run_1/placement_by_type.png
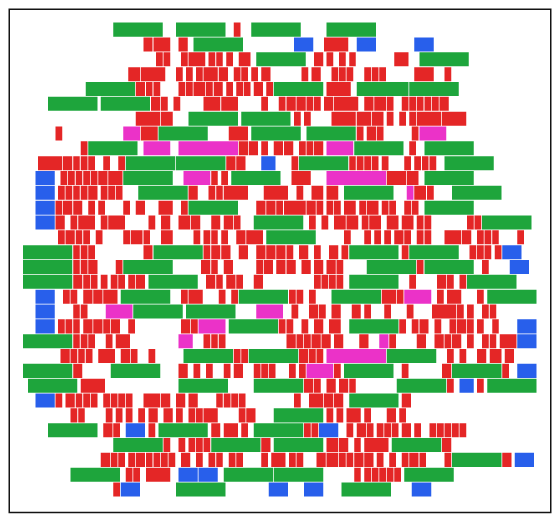
run_1/clocks.png
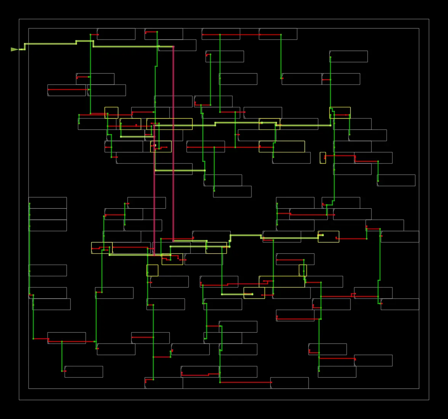
run_1/clk_routes.png
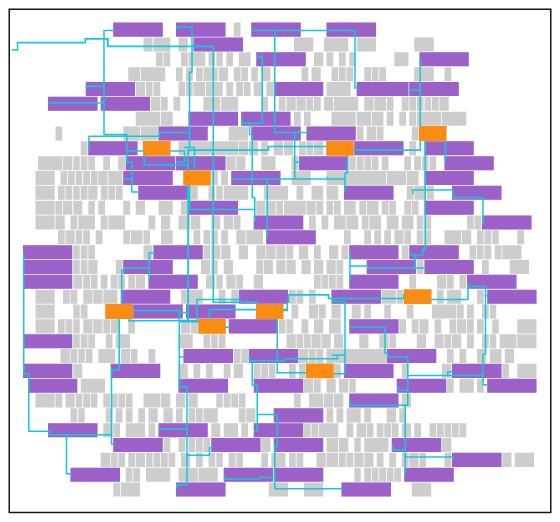
--- src/rtl/enum_type.sv ---
// Game-wide enumerations shared by the tetris control path.
package enum_type;

    typedef logic [3:0] state_type;

endpackage

--- src/rtl/uart_pkg.sv ---
// UART helpers: ASCII constants, hex digit encoding, bit-time computation, FSM state types.
package uart_pkg;

    localparam logic [7:0] ASCII_S  = 8'h53;
    localparam logic [7:0] ASCII_SP = 8'h20;
    localparam logic [7:0] ASCII_LF = 8'h0A;
    localparam logic [7:0] ASCII_0  = 8'h30;
    localparam logic [7:0] ASCII_A  = 8'h41;

    typedef enum logic [1:0] {
        TX_IDLE,
        TX_START,
        TX_DATA,
        TX_STOP
    } tx_state_t;

    typedef enum logic {
        RPT_IDLE,
        RPT_SEND
    } rpt_state_t;

    function automatic int unsigned clks_per_bit(input int unsigned clk_hz, input int unsigned baud);
        return clk_hz / baud;
    endfunction

    function automatic logic [7:0] hex2ascii(input logic [3:0] d);
        if (d < 4'd10)
            return ASCII_0 + {4'h0, d};
        else
            return ASCII_A + {4'h0, d} - 8'd10;
    endfunction

endpackage

--- src/rtl/tetris_uart_reporter_if.sv ---
// Status/serial bundle between the game core and the UART reporter.
interface tetris_uart_reporter_if;
    import enum_type::*;

    state_type   state;
    logic [15:0] score;
    logic        report;
    logic        uart_tx;
    logic        busy;
    logic        done;

    modport master (
        output state, score, report,
        input  uart_tx, busy, done
    );

    modport slave (
        input  state, score, report,
        output uart_tx, busy, done
    );

endinterface

--- src/rtl/uart_tx_byte.sv ---
// 8N1 byte serialiser; ready rises in the final stop-bit cycle so bytes chain without gaps.
module uart_tx_byte
    import uart_pkg::*;
#(
    parameter int unsigned CLKS_PER_BIT = 434
) (
    input  logic       clk,
    input  logic       reset,
    input  logic [7:0] data,
    input  logic       valid,
    output logic       ready,
    output logic       tx
);

    localparam int unsigned CW = (CLKS_PER_BIT > 1) ? $clog2(CLKS_PER_BIT) : 1;
    localparam logic [CW-1:0] CNT_LAST = CW'(CLKS_PER_BIT - 1);

    tx_state_t    r_state;
    logic [CW-1:0] r_cnt;
    logic [2:0]   r_bit;
    logic [7:0]   r_shift;
    logic         r_tx;
    logic         w_last_clk;

    assign w_last_clk = (r_cnt == CNT_LAST);
    assign tx         = r_tx;

    always_comb begin
        ready = 1'b0;
        if (r_state == TX_IDLE || (r_state == TX_STOP && w_last_clk))
            ready = 1'b1;
    end

    always_ff @(posedge clk or posedge reset) begin
        if (reset) begin
            r_state <= TX_IDLE;
            r_cnt   <= '0;
            r_bit   <= '0;
            r_shift <= '0;
            r_tx    <= 1'b1;
        end else begin
            case (r_state)
                TX_IDLE: begin
                    r_tx <= 1'b1;
                    if (valid) begin
                        r_shift <= data;
                        r_cnt   <= '0;
                        r_tx    <= 1'b0;
                        r_state <= TX_START;
                    end
                end
                TX_START: begin
                    if (w_last_clk) begin
                        r_cnt   <= '0;
                        r_bit   <= '0;
                        r_tx    <= r_shift[0];
                        r_state <= TX_DATA;
                    end else begin
                        r_cnt <= r_cnt + 1'b1;
                    end
                end
                TX_DATA: begin
                    if (w_last_clk) begin
                        r_cnt <= '0;
                        if (r_bit == 3'd7) begin
                            r_tx    <= 1'b1;
                            r_state <= TX_STOP;
                        end else begin
                            r_bit   <= r_bit + 3'd1;
                            r_tx    <= r_shift[1];
                            r_shift <= {1'b0, r_shift[7:1]};
                        end
                    end else begin
                        r_cnt <= r_cnt + 1'b1;
                    end
                end
                TX_STOP: begin
                    if (w_last_clk) begin
                        r_cnt <= '0;
                        // Accepting here skips IDLE so the next start bit follows immediately
                        if (valid) begin
                            r_shift <= data;
                            r_tx    <= 1'b0;
                            r_state <= TX_START;
                        end else begin
                            r_state <= TX_IDLE;
                        end
                    end else begin
                        r_cnt <= r_cnt + 1'b1;
                    end
                end
                default: r_state <= TX_IDLE;
            endcase
        end
    end

endmodule

--- src/rtl/tetris_uart_reporter.sv ---
// Sends "S<state> <score>\n" over UART whenever state/score change or a report is requested.
module tetris_uart_reporter
    import uart_pkg::*;
    import enum_type::*;
#(
    parameter int unsigned CLK_HZ = 50_000_000,
    parameter int unsigned BAUD   = 115200
) (
    input  logic                    clk,
    input  logic                    reset,
    tetris_uart_reporter_if.slave   bus
);

    localparam int unsigned CLKS_PER_BIT = clks_per_bit(CLK_HZ, BAUD);

    rpt_state_t  r_state;
    logic        r_busy;
    logic        r_done;
    logic        r_pend;
    logic [19:0] r_last;
    logic [7:0]  r_msg [0:7];
    logic [2:0]  r_idx;

    logic [19:0] w_snap;
    logic        w_trigger;
    logic        w_valid;
    logic        w_ready;
    logic [7:0]  w_data;
    logic        w_tx;

    assign w_snap    = {bus.state, bus.score};
    assign w_trigger = (r_state == RPT_IDLE) && (bus.report || r_pend || (w_snap != r_last));

    // Byte 0 is offered straight from the trigger so the start bit lands the cycle after it
    always_comb begin
        w_valid = 1'b0;
        w_data  = ASCII_S;
        if (r_state == RPT_IDLE) begin
            w_valid = w_trigger;
        end else if (w_ready && r_idx != 3'd7) begin
            w_valid = 1'b1;
            w_data  = r_msg[r_idx + 3'd1];
        end
    end

    always_ff @(posedge clk or posedge reset) begin
        if (reset) begin
            r_state <= RPT_IDLE;
            r_busy  <= 1'b0;
            r_done  <= 1'b0;
            r_pend  <= 1'b0;
            r_last  <= '0;
            r_idx   <= '0;
            for (int unsigned i = 0; i < 8; i++)
                r_msg[i] <= '0;
        end else begin
            r_done <= 1'b0;
            case (r_state)
                RPT_IDLE: begin
                    if (w_trigger) begin
                        r_state  <= RPT_SEND;
                        r_busy   <= 1'b1;
                        r_pend   <= 1'b0;
                        r_last   <= w_snap;
                        r_idx    <= '0;
                        r_msg[0] <= ASCII_S;
                        r_msg[1] <= hex2ascii(bus.state);
                        r_msg[2] <= ASCII_SP;
                        r_msg[3] <= hex2ascii(bus.score[15:12]);
                        r_msg[4] <= hex2ascii(bus.score[11:8]);
                        r_msg[5] <= hex2ascii(bus.score[7:4]);
                        r_msg[6] <= hex2ascii(bus.score[3:0]);
                        r_msg[7] <= ASCII_LF;
                    end
                end
                RPT_SEND: begin
                    if (bus.report)
                        r_pend <= 1'b1;
                    if (w_ready) begin
                        if (r_idx != 3'd7) begin
                            r_idx <= r_idx + 3'd1;
                        end else begin
                            r_state <= RPT_IDLE;
                            r_busy  <= 1'b0;
                            r_done  <= 1'b1;
                        end
                    end
                end
                default: r_state <= RPT_IDLE;
            endcase
        end
    end

    uart_tx_byte #(
        .CLKS_PER_BIT(CLKS_PER_BIT)
    ) u_tx_byte (
        .clk   (clk),
        .reset (reset),
        .data  (w_data),
        .valid (w_valid),
        .ready (w_ready),
        .tx    (w_tx)
    );

    assign bus.uart_tx = w_tx;
    assign bus.busy    = r_busy;
    assign bus.done    = r_done;

endmodule

--- src/flat_wrapper.sv ---
// flat-port wrapper written by rule: the top's interface ports become plain ports
module tetris_uart_reporter_flat import uart_pkg::*; import enum_type::*;
#(
    parameter int unsigned CLK_HZ = 50_000_000,
    parameter int unsigned BAUD   = 115200
)
  (clk, reset, bus_state, bus_score, bus_report, bus_uart_tx, bus_busy, bus_done);
  tetris_uart_reporter_if bus_i ();
  input  logic clk;
  input  logic reset;
  input wire logic [$bits(bus_i.state)-1:0] bus_state;
  input wire logic [$bits(bus_i.score)-1:0] bus_score;
  input wire logic [$bits(bus_i.report)-1:0] bus_report;
  output wire logic [$bits(bus_i.uart_tx)-1:0] bus_uart_tx;
  output wire logic [$bits(bus_i.busy)-1:0] bus_busy;
  output wire logic [$bits(bus_i.done)-1:0] bus_done;
  assign bus_i.state = bus_state;
  assign bus_i.score = bus_score;
  assign bus_i.report = bus_report;
  assign bus_uart_tx = bus_i.uart_tx;
  assign bus_busy = bus_i.busy;
  assign bus_done = bus_i.done;
  tetris_uart_reporter #(.CLK_HZ(CLK_HZ), .BAUD(BAUD)) u_core (.clk(clk), .reset(reset), .bus(bus_i));
endmodule
--- config.mk ---
export PLATFORM = sky130hd
export DESIGN_NAME = tetris_uart_reporter_flat
export DESIGN_NICKNAME = d
export VERILOG_FILES = /design/src/rtl/enum_type.sv /design/src/rtl/uart_pkg.sv /design/src/rtl/tetris_uart_reporter_if.sv /design/src/rtl/uart_tx_byte.sv /design/src/rtl/tetris_uart_reporter.sv /design/src/flat_wrapper.sv
export SDC_FILE = /design/constraint.sdc
export NUM_CORES = 1
export LEC_CHECK = 0
export ABC_AREA = 1
export CAP_MARGIN = 20
export CORE_AREA = 2 2 97 90
export DETAILED_ROUTE_END_ITERATION = 6
export DIE_AREA = 0 0 99 92
export GPL_ROUTABILITY_DRIVEN = 0
export MAX_ROUTING_LAYER = met4
export PLACE_DENSITY = 0.78
export SLEW_MARGIN = 20
export SYNTH_ARGS = -nofsm -noshare
export SYNTH_HDL_FRONTEND = slang
export SYNTH_SLANG_ARGS = --single-unit
--- constraint.sdc ---
create_clock -name clk -period 5.65 [get_ports clk]
set_input_delay 1.13 -clock clk [delete_from_list [all_inputs] [get_ports clk]]
set_output_delay 1.13 -clock clk [all_outputs]
set_load 0.02 [all_outputs]
==> run summary, run 1 <==
fresh numbers from the pnr run: outcome=finished, final reports clean, Hold WS=472.8 ps, Mapped Area=between 4000 and 5000 um2, # Cells Yosys=631, maximum vdd ir drop=0.2357 mV, inverter count=88, CP Launch Type=input port, Flops after synth=roughly 85, drt wl/cell=13.40 um, most frequent logic cell in the layout=nand2_1, grt ovf=0, hold depth=2, CP Data Required Time=~5900 ps, Initial DRT Pass Iterations=5, xor/xnor share=2.046%, CP delay by family, top=buffers and inverters, clk slew on worst S/H paths=80 ps, Ports=26, Syn. warnings=0, RSZ-0062 raised after global routing=no, Yosys top cell by instances=nand2_1, Post-synth EDFFs=0, placed instance area=roughly 5000 um2, Tot GR Track Use=about a quarter, Final Util=63.72%, NumNets Final=687, Met3 Routed Length=556 um, final worst path period need=3387 ps, crit path max fanout=72, die height=92 um, fillcell total=707, multi-input logic portion of the cell area=40.89%, Total Wirelength=10130 um, Final setup viols=0, area leader, netlist=dfrtp_1, MI comb cells=438, Worst Setup EP=u_core.r_msg[22]$_DFFE_PP0P_, Critical R2R Capture=u_core.u_tx_byte.r_shift[1]$_DFFE_PP0P_, Layout clock area frac=4.569%, setup repair bufs after CTS=0, flop count=85, fin crit share=59.95%, dpl hpwl=7145 um, Floorplan Nets=roughly 670, port buffer count=25, yosys stat chip area=4708 um2, Leak=between 0.002 and 0.003 uW, Critical Path Sink Type=flip-flop, Hold Path Origin=u_core.u_tx_byte.tx$_DFFE_PP1P_, routed wl met2=between 4000 and 5000 um, met2 Resource Use GR=35.42%, Reg2Reg Depth=10, top cells, area=dfrtp_1, nand2_1, o21ai_0, inv_1, nor2_1, non-clk buf share=5.072%, met1 usage in global routing=33.52%, Critical Path Stages=13, CP max-delay cell=buf_4, root buf cell=clkbuf_8, CTS max path bufs=2, Met1 Wirelength=just under 5000 um, post-route insts no fill=756, DRC violations left=0, initial DRC count=just over 300, routed vias=4080, Slew @ Worst Pin=between 700 and 800 ps, Seq. cell area=approximately 2100 um2, comb area leader=simple AND/OR/NAND/NOR gates, vias per cell=5.397
About placement_by_type.png:
other buffers and delay cells -> blue  # cells 27, share of their area 5.2%
flops -> green  # cells 85, share of their area 42%
combinational and other logic -> red  # cells 526, share of their area 48%
clock drivers and dummy loads -> magenta  # cells 16, share of their area 4.7%

About clocks.png:
CTS buffer count: 9
clk_buf instances: 10
clk pwr: 512 uW

About clk_routes.png:
flip-flops -> purple  # count 85
clock wires -> cyan  # length 1050 um
clock drivers -> orange  # count 9
routed clock nets = 10

==> run 1: state kept, by name, summed over array words and instances, names as in the netlist <==
name	count
u_core.u_tx_byte.r_shift	7
u_core.bus.done	1
u_core.bus.busy	1
u_core.r_last	20
u_core.u_tx_byte.tx	1
u_core.r_state	1
u_core.r_msg	36
u_core.u_tx_byte.r_state	2
u_core.u_tx_byte.r_bit	3
u_core.u_tx_byte.r_cnt	9
u_core.r_pend	1
u_core.r_idx	3
==> run 1: power breakdown <==
part | internal (uW) | total (uW) | switching [uW]
combinational | 426 | 1180 | 755
clock | 294 | 512 | 218
sequential | 871 | 1050 | 175
run_1/sizes.png
The bar under the picture is 20 um long.
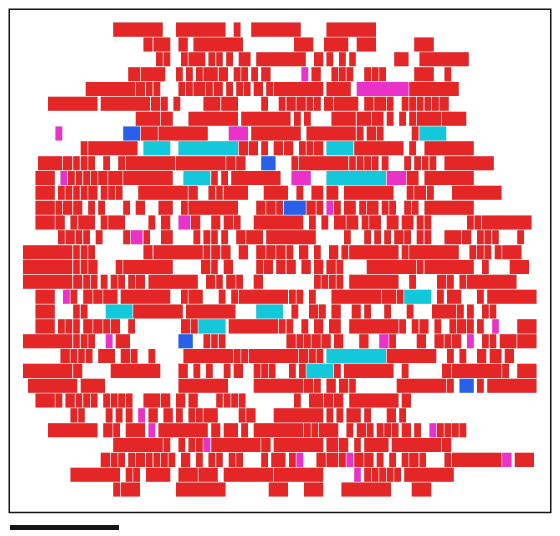

--- run 2 (diff from run 1) ---
--- a/config.mk
+++ b/config.mk
@@ -7,12 +7,12 @@
 export LEC_CHECK = 0
 export ABC_AREA = 1
 export CAP_MARGIN = 20
-export CORE_AREA = 2 2 97 90
+export CORE_AREA = 2 2 102 94
 export DETAILED_ROUTE_END_ITERATION = 6
-export DIE_AREA = 0 0 99 92
+export DIE_AREA = 0 0 104 96
 export GPL_ROUTABILITY_DRIVEN = 0
 export MAX_ROUTING_LAYER = met4
-export PLACE_DENSITY = 0.78
+export PLACE_DENSITY = 0.75
 export SLEW_MARGIN = 20
 export SYNTH_ARGS = -nofsm -noshare
 export SYNTH_HDL_FRONTEND = slang
==> constraint.sdc (replaced) <==
create_clock -name clk -period 2.7 [get_ports clk]
set_input_delay 0.54 -clock clk [delete_from_list [all_inputs] [get_ports clk]]
set_output_delay 0.54 -clock clk [all_outputs]
set_load 0.02 [all_outputs]
run_2/sizes.png
The bar under the picture is 20 um long.
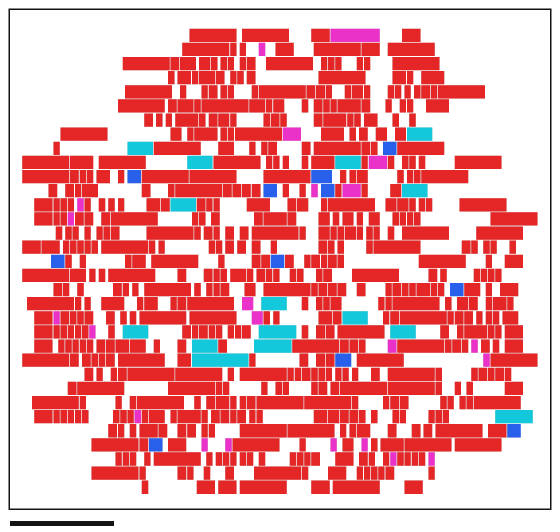
_0 and _1 cells -> red  # cells 613
_3 and _4 cells -> blue  # cells 11
_6 and larger -> cyan  # cells 15
_2 cells -> magenta  # cells 22

==> run summary, run 2 <==
fresh numbers from the pnr run: outcome=finished, final reports clean, Hold Path Origin=u_core.u_tx_byte.tx$_DFFE_PP1P_, MI comb cells=438, most frequent logic cell in the layout=nand2_1, initial DRC count=roughly 290, clock share of power=16.7%, die height=between 90 and 100 um, dpl hpwl=7315 um, max reg flops=36, root buf cell=clkbuf_8, Slew @ Worst Pin=666.1 ps, area leader, netlist=dfrtp_1, fin crit share=88.05%, clk slew on worst S/H paths=around 90 ps, post-route insts no fill=slightly below 800, CP Data Required Time=2980 ps, top flop regs=u_core.r_msg x36, u_core.r_last x20, u_core.u_tx_byte.r_cnt x9, Initial DRT Pass Iterations=5, Ports=26, Leak=0.002715 uW, # Cells Yosys=~630, Worst Setup EP=u_core.r_msg[37]$_DFFE_PP0P_, hold depth=2, Layout clock area frac=3.952%, drt wl/cell=13.11 um, Seq. cell area=2128 um2, Syn. warnings=0, Met1 Wirelength=4888 um, Yosys top cell by instances=nand2_1, grt ovf=0, CP max-delay cell=clkdlybuf4s50_1, Floorplan Nets=669, clk pwr=roughly 940 uW, CP Launch Type=input port, Flops after synth=between 80 and 90, non-clk buf share=under 10%, CTS max path bufs=2, power share of the combinational group=45.1%, Main power group=combinational cells, Hold WS=~470 ps
-- run 2: worst max-delay path, delay by kind of cell --
family	cells	cell delay, ps
compound gates	1	140
buf+inv	4	990
simple gates	8	980
-- run 2: cell families after synthesis --
kind of cell	after synthesis	share of synthesized area, %
simple gates	293	25.57
buf+inv	108	9.381
fa+ha+maj	15	3.986
flops	85	45.20
xor+xnor	11	2.046
compound gates	119	13.82
-- run 2: through the flow --
stage                     area (um2)  setup WS [ps]  util, %  power [uW]
final                           5319          322.5    59.64        5660
after global routing            5319          72.43    59.64        6172
after CTS                       5319          323.3    59.64        5658
after detailed placement        5109         -52.62    57.28        4693
after global placement          5109          7.491    57.28        4594
after floorplan                 4712          839.3        -        4034
run_2/clocks.png
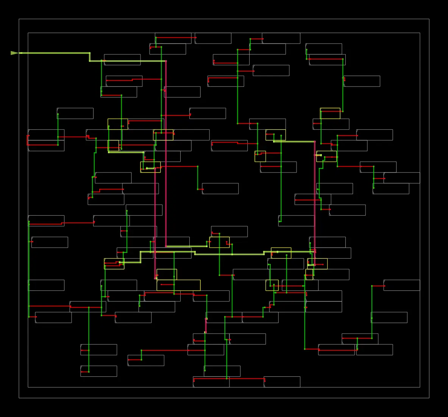

--- run 3 (diff from run 2) ---
==> constraint.sdc (replaced) <==
create_clock -name clk -period 2.7 [get_ports clk]
set_input_delay 0.27 -clock clk [delete_from_list [all_inputs] [get_ports clk]]
set_output_delay 0.27 -clock clk [all_outputs]
set_load 0.02 [all_outputs]
run_3/clocks.png
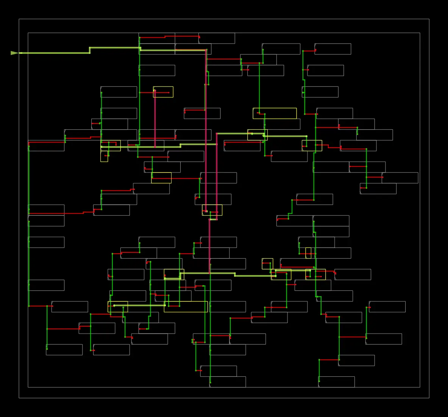
Late-Pin Clk Latency: 360 ps
clk sinks: 85
Worst Skew: 7.268 ps
clk_buf instances: 11
clk pwr: 984 uW

==> run summary, run 3 <==
fresh numbers from the pnr run: outcome=finished, final reports clean, non-clk buf share=5.793%, NumNets Final=689, setup repair bufs after CTS=0, Mapped Area=4708 um2, Syn. warnings=0, drt wl/cell=13.34 um, die height=96 um, crit path max fanout=about 83, CP Launch Type=input port, DRC violations left=0, fillcell total=828, Leak=around 0.0027 uW, # Cells Yosys=approximately 630, Initial DRT Pass Iterations=5, Sequential Power Share=37.9%, Buffers & Inverters on Critical Path=4, area leader, netlist=dfrtp_1, CP Data Required Time=slightly below 3000 ps, Critical Path Sink Type=flip-flop, inverter count=approximately 88, Sw Share=between 40% and 50%, top flop regs=u_core.r_msg x36, u_core.r_last x20, u_core.u_tx_byte.r_cnt x9, multi-input logic portion of the cell area=40.57%, Yosys top cell by instances=nand2_1, Final Util=59.09%, vias per cell=5.314, Layout clock area frac=under 10%, Reg2Reg Depth=12, Tot GR Track Use=22.58%, Seq. cell area=2128 um2, most frequent logic cell in the layout=nand2_1, Top reg by flops=u_core.r_msg, P_sw=2408 uW, routed vias=between 4000 and 5000, max reg flops=36, root buf cell=clkbuf_8, final worst path period need=2357 ps, Main power group=combinational cells, Slew @ Worst Pin=just under 700 ps, maximum vdd ir drop=around 0.56 mV, fin crit share=between 80 and 90%, CTS max path bufs=2, Flop+latch power=2160 uW, Flops after synth=~85, CP max-delay cell=clkdlybuf4s50_1, Post-synth EDFFs=0, pre-CTS WS=33.52 ps, Total Wirelength=10370 um, Critical Path Stages=14, clock share of power=17.3%, CP delay by family, top=simple AND/OR/NAND/NOR gates
-- run 3: cell counts after synthesis --
No cell type changed its count.
-- run 3: per-layer routing --
metal	vias to the layer above	GRT usage [%]	wire length, um
li1	2065	-	-
met5	-	-	0
met2	101	36.95	4936
met3	17	4.536	489
met1	1946	29.25	4795
met4	0	5.856	146
-- run 3: cells by family (layout without fill, tap and decap cells) --
group                      Yosys count  in the layout  synth area share (%)
DFF                                 85             85                 45.20
buffers and inverters              108            132                 9.381
xor gates and xnor gates            11             11                 2.046
AOI/OAI and AO/OA                  119            119                 13.82
and+or+nand+nor                    293            293                 25.57
adders and majority gates           15             15                 3.986
Power is estimated from default activity; no workload was simulated.
